==> config.mk <==
export PLATFORM = sky130hd
export DESIGN_NAME = rx_frame_parser
export DESIGN_NICKNAME = d
export VERILOG_FILES = /design/src/rtl/rx_frame_parser_pkg.sv /design/src/rtl/rx_skid2.sv /design/src/rtl/rx_frame_parser.sv
export SDC_FILE = /design/constraint.sdc
export NUM_CORES = 1
export LEC_CHECK = 0
export ABC_AREA = 1
export CORE_ASPECT_RATIO = 0.6
export CORE_MARGIN = 5
export CORE_UTILIZATION = 53
export CTS_BUF_LIST = sky130_fd_sc_hd__clkbuf_4 sky130_fd_sc_hd__clkbuf_8
export CTS_CLUSTER_SIZE = 24
export DETAILED_ROUTE_END_ITERATION = 8
export PLACE_DENSITY = 0.82
export SYNTH_ARGS = -nofsm -noshare
export SYNTH_HDL_FRONTEND = slang
export SYNTH_SLANG_ARGS = --single-unit
==> constraint.sdc <==
create_clock -name clk -period 2.8 [get_ports clk]
set_input_delay 0.84 -clock clk [delete_from_list [all_inputs] [get_ports clk]]
set_output_delay 0.84 -clock clk [all_outputs]
set_load 0.02 [all_outputs]
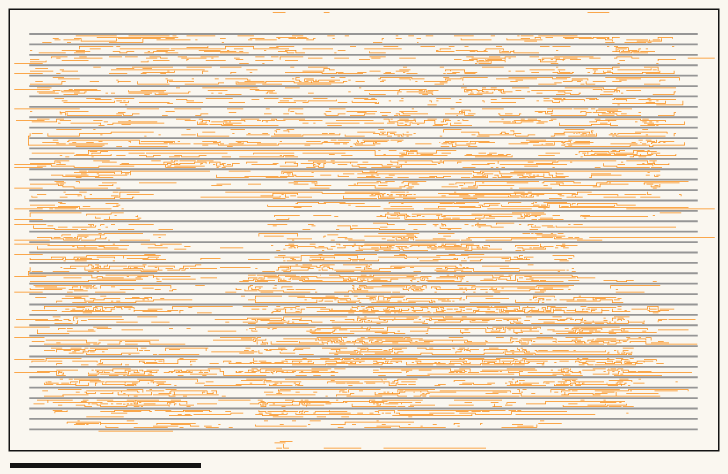
(run_1/met1.png)
Scale bar: 50 µm. Supply wires on this layer in gray.
longest straight run = 75.0 µm
nets with wire on the layer = 1230
main direction = horizontal
share of all routed wire = 46%
wire length on this layer = 11900 µm
routed via count: 8195
GRT met1 Usage: 36.6%

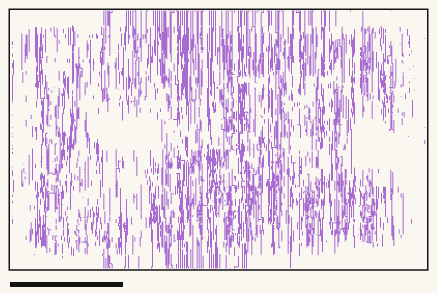
(run_1/met2.png)
Scale bar: 50 µm.
nets with wire on the layer = 1164
main direction = vertical
global-route track usage on met2: 36.3%
final wirelength: 25800 µm

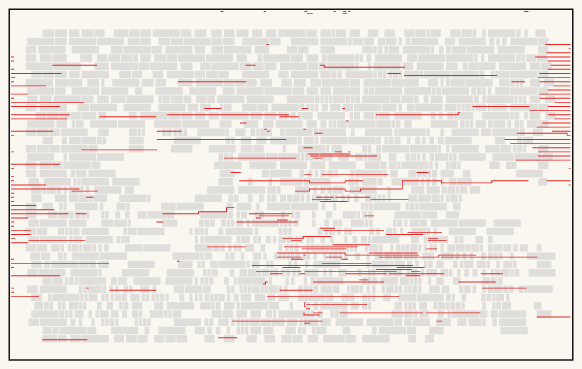
(run_1/met3.png)
nets with wire on the layer = 159
longest straight run = 52.9 µm
GRT met3 Usage: 4.77%

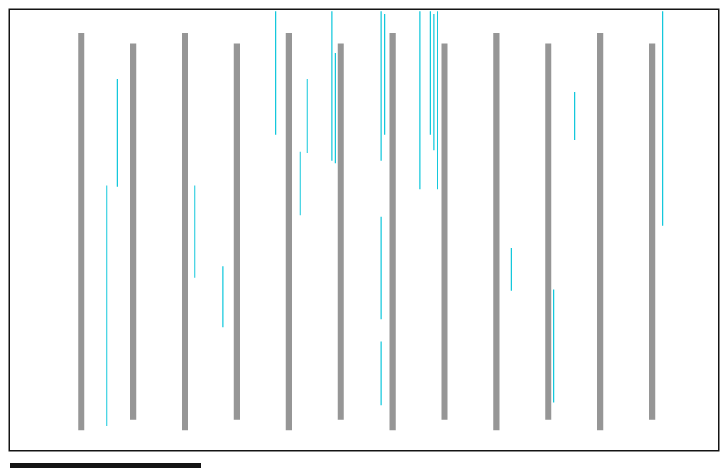
(run_1/met4.png)
Scale bar: 50 µm. Supply wires on this layer in gray.
wire length on this layer = 645 µm
nets with wire on the layer = 13

==> results.yml, run 1 <==
# flow metrics
final_timing:
  maxSlewViolCount: 0
  period_used_pct: 99.3
  relSlewSlack_pct: 61.1
  period_needed_ns: 2.78
  fin_setup_tns_ns: 0
  grt_setup_unrepaired: "yes"
  hold_viol: 0
  setup_viol: 0
  worst_slew_pin_slew_ns: 0.584
cts:
  cts_hold_buf: 0
  cts_tree: "done"
  clk_latency_ns: 0.56
  cts_setup_buffers: 0
  cts_sinks: 207
  cts.path.max_buffers: 3
  clk_pin_slew_ns: 0.07
worst_setup_path:
  end_kind: "output port"
  crit_type: "in -> out"
  r2r_cells: 16
floorplan:
  dieArea_mm2: 0.0213
  initial_core_util_pct: 54.0
  core_area_mm2: 0.0181
  ios: 199
  fp-row-count: 38
  die_width_um: 185
  die-height_um: 115
global_route:
  grt_first_pass_wirelength_um: 41700
  antenna_found_initial: 0
  grt_max_degree: 89
  grt_overflow: 0
  grt_pass1_vias: 7965
outcome:
  status: "complete, no violations"
yosys:
  ys_seq_share_pct: 53.1
  ys_top_cells_by_count: "222 x nand2_1, 207 x dfrtp_1, 103 x inv_1"
  synth_flops: 207
  yosys.area.top_type: "dfrtp_1"
  edf_count: 0
  syn_inst: 1046
  avgSynthCellArea_um2: 9.33
  async_flop_share_pct: 100
  area_leaders: "dfrtp_1 53%, nand2_1 8.5%, o21ai_0 4.9%"
  ys_cells: 1046
finish:
  lay_top_cells: "221 x nand2_1, 205 x dfrtp_1, 191 x clkdlybuf4s50_1"
  stdcell_count: 1571
  area_growth_pct: 34.4
detailed_routing:
  topRoutingLayerUsed: "met4"
  routedWlPerCell_um: 16.4
  vias_per_cell: 5.22
  drtIter0Drc: 715
place:
  post-place-ws_ns: -0.537
  gp_congestion: 0.934
min_path:
  hold_class: "in -> async"
power_and_ir_drop:
  vdd_ir_drop_max_mv: 0.753
  powerDensity_mw_per_mm2: 983
-- run 1: stage by stage --
stage / util [%] / hold slack [ns] / power (mW) / instance area (µm²)
after global placement: 68.2 / 0.460 / 9.94 / 12300
final: 72.6 / 0.273 / 12.9 / 13100
after detailed placement: 68.2 / 0.468 / 10.1 / 12300
after floorplan: - / 0.447 / 7.46 / 9750
after CTS: 72.1 / 0.272 / 12.8 / 13000
after global routing: 72.6 / 0.303 / 13.7 / 13100
-- run 1: metal layers --
layer  track usage (%)  vias up
met2              36.3      289
met4              6.16        0
li1                  -     3950
met1              36.6     3910
met5                 0        -
met3              4.77       46
-- run 1: logic make-up (layout without fill, tap and decap cells) --
family / after synthesis / count (layout) / share of synthesized area, %
compound gates: 149 / 149 / 8.26
xor+xnor: 56 / 56 / 5.03
fa+ha+maj: 15 / 15 / 1.92
buf+inv: 138 / 423 / 5.91
flops: 207 / 207 / 53.1
mux: 57 / 57 / 6.58
simple gates: 424 / 424 / 19.2
-- run 1: power by group --
part / total, mW / leakage [nW] / switching [mW] / internal, mW
Sequential: 4.45 / 2.65 / 0.662 / 3.78
Combinational: 5.81 / 3.21 / 3.24 / 2.57
Clock: 2.63 / 0.368 / 1.19 / 1.44
Total: 12.9 / 6.23 / 5.09 / 7.79
-- run 1: final cells by class --
cell class                 count  area (µm²)
sequential                   207        5180
fill                        1276        4950
multi-input combinational    701        4060
timing repair buffer         256        2470
clock buffer                  48         629
inverter                     109         412
tap                          240         300
clock inverter                10        56.3
-- run 1: worst max-delay path, cell delays in order --
cell and delay, ns:
clkdlybuf4s50_1 0.46, nand2_1 0.09, o21ai_2 0.15, nand3_2 0.09
inv_2 0.09, nor2_4 0.04, inv_2 0.06, buf_6 0.12
==> run_1/final_congestion.png <==
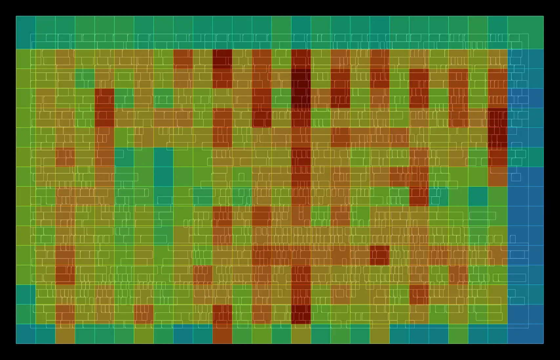

==> run 2, diff against run 1 <==
--- a/config.mk
+++ b/config.mk
@@ -6,13 +6,15 @@
 export NUM_CORES = 1
 export LEC_CHECK = 0
 export ABC_AREA = 1
+export CELL_PAD_IN_SITES_DETAIL_PLACEMENT = 1
+export CELL_PAD_IN_SITES_GLOBAL_PLACEMENT = 1
 export CORE_ASPECT_RATIO = 0.6
-export CORE_MARGIN = 5
-export CORE_UTILIZATION = 53
+export CORE_MARGIN = 2
+export CORE_UTILIZATION = 40
 export CTS_BUF_LIST = sky130_fd_sc_hd__clkbuf_4 sky130_fd_sc_hd__clkbuf_8
 export CTS_CLUSTER_SIZE = 24
 export DETAILED_ROUTE_END_ITERATION = 8
-export PLACE_DENSITY = 0.82
+export PLACE_DENSITY_LB_ADDON = 0.1
 export SYNTH_ARGS = -nofsm -noshare
 export SYNTH_HDL_FRONTEND = slang
 export SYNTH_SLANG_ARGS = --single-unit
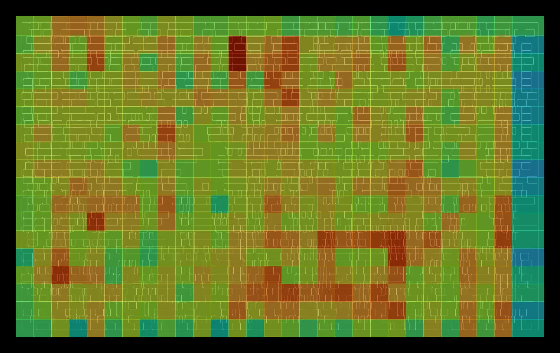
(run_2/final_congestion.png)
GRT met1 Usage: 37.6%
Avg WL per Cell: 17.6 µm
Final Core Density: 55.8%
global route hottest layer: met1

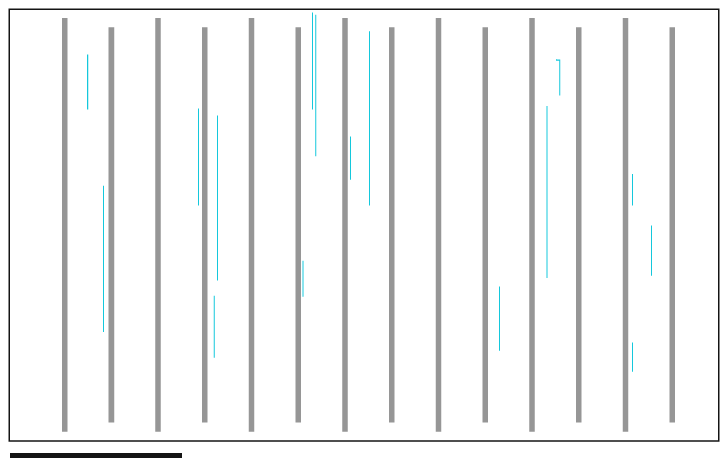
(run_2/met4.png)
Scale bar: 50 µm. Supply wires on this layer in gray.
share of all routed wire = 1.4%
nets with wire on the layer = 8
main direction = vertical
final wirelength: 29400 µm
routed via count: 8247

==> results.yml, run 2 <==
# flow metrics
yosys:
  syn_inst: 1046
  ys_top_cells_by_count: "222 x nand2_1, 207 x dfrtp_1, 103 x inv_1"
  ys_cells: 1046
  async_flop_share_pct: 100
  synth_flops: 207
  avgSynthCellArea_um2: 9.33
  edf_count: 0
  area_leaders: "dfrtp_1 53%, nand2_1 8.5%, o21ai_0 4.9%"
cts:
  clk_latency_ns: 0.54
  clk_pin_slew_ns: 0.06
  cts.path.max_buffers: 3
outcome:
  violations: "negative setup slack"
  status: "complete, but fails checks"
worst_setup_path:
  cp_slowest_stage_delay_ns: 0.49
  cp_num_cells: 8
  critPathTopFamily: "buffers and inverters"
  crit_type: "in -> out"
  end_kind: "output port"
  r2r_cells: 14
power_and_ir_drop:
  p_sw_mw: 5.33
  vdd_ir_drop_max_mv: 0.578
  pwr-share-seq_pct: 33.1
  pwr-share-comb_pct: 45.2
  clkPwrFrac_pct: 21.8
  total_power_mw: 13.4
  netSwitchingFraction_pct: 39.7
final_timing:
  worst_slew_pin_slew_ns: 0.651
  setup_viol: 1
  setup_ws_ns: -0.0445
  maxSlewViolCount: 0
  period_needed_ns: 2.84
  hold_viol: 0
  period_used_pct: 102
  fin_hold_ws_ns: 0.247
  grt_setup_unrepaired: "yes"
floorplan:
  core_area_mm2: 0.0241
  ios: 199
  dieArea_mm2: 0.0257
  fp-row-count: 44
finish:
  stdcell_count: 1674
  finish.instance_area_mm2: 0.0134
  area_growth_pct: 37.7
  lay_top_cells: "221 x nand2_1, 204 x dfrtp_1, 191 x clkdlybuf4s50_1"
detailed_routing:
  drtIter0Drc: 536
global_route:
  grt_overflow: 0
  grt_first_pass_wirelength_um: 48300
  grt_max_degree: 52
  antenna_found_initial: 1
  grt_pass1_vias: 8811
place:
  place_area_mm2: 0.0126
  gp_congestion: 0.844
min_path:
  hold_class: "in -> async"
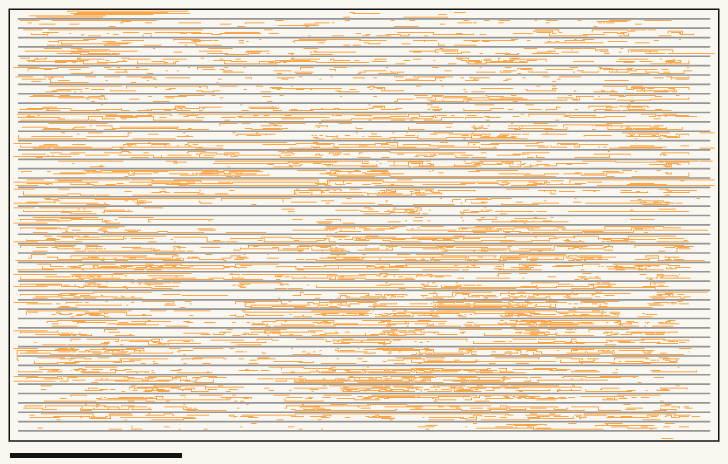
(run_2/met1.png)
Scale bar: 50 µm. Supply wires on this layer in gray.
wire length on this layer = 15400 µm
nets with wire on the layer = 1254
main direction = horizontal
share of all routed wire = 52%
longest straight run = 60.7 µm

==> run 2: cell type report <==
| class | instances | area [µm²] |
|---|---|---|
| Antenna cell | 2 | 5.00 |
| Clock buffer | 58 | 729 |
| Clock inverter | 5 | 33.8 |
| Fill cell | 2738 | 10600 |
| Inverter | 109 | 412 |
| Multi-Input combinational cell | 701 | 4090 |
| Sequential cell | 207 | 5180 |
| Tap cell | 322 | 403 |
| Timing Repair Buffer | 270 | 2580 |
==> run 2: cell families after synthesis <==
| kind of cell | share of synthesized area [%] |
|---|---|
| adder cells (fa/ha/maj) | 1.92 |
| multiplexers | 6.58 |
| AND-OR/OR-AND | 8.26 |
| flip-flops | 53.1 |
| AND/OR/NAND/NOR | 19.2 |
| buffers and inverters | 5.91 |
| XOR/XNOR | 5.03 |
==> run 2: layer usage <==
metal	share of wire, %	GRT usage, %	routed length (µm)	vias up
met1	52	37.6	15400	4036
met2	40	33.7	11900	196
met3	6.0	5.63	1780	37
met5	0	0	0	-
li1	-	-	-	3978
met4	1.4	5.29	402	0
==> run 2: what timing repair did <==
item / 4_1_cts / 5_1_grt
endpoints found under the setup margin: 3 / 3
gates resized: 14 / 18
pin swaps: 6 / 6
hold buffers: 0 / 0
setup buffers: 3 / 1
==> run 2: power groups by stage <==
| stage | Clock [mW] | Combinational, mW | Sequential (mW) |
|---|---|---|---|
| 6_report | 2.93 | 6.07 | 4.44 |
| 5_1_grt | 3.18 | 6.61 | 4.56 |
| 4_1_cts | 3.02 | 6.00 | 4.42 |
| 3_5_place_dp | 0 | 5.89 | 4.45 |
| 3_3_place_gp | 0 | 5.77 | 4.42 |
| 2_1_floorplan | 0 | 2.31 | 5.15 |
No activity file was given, so power comes from the tool's default toggle rates.
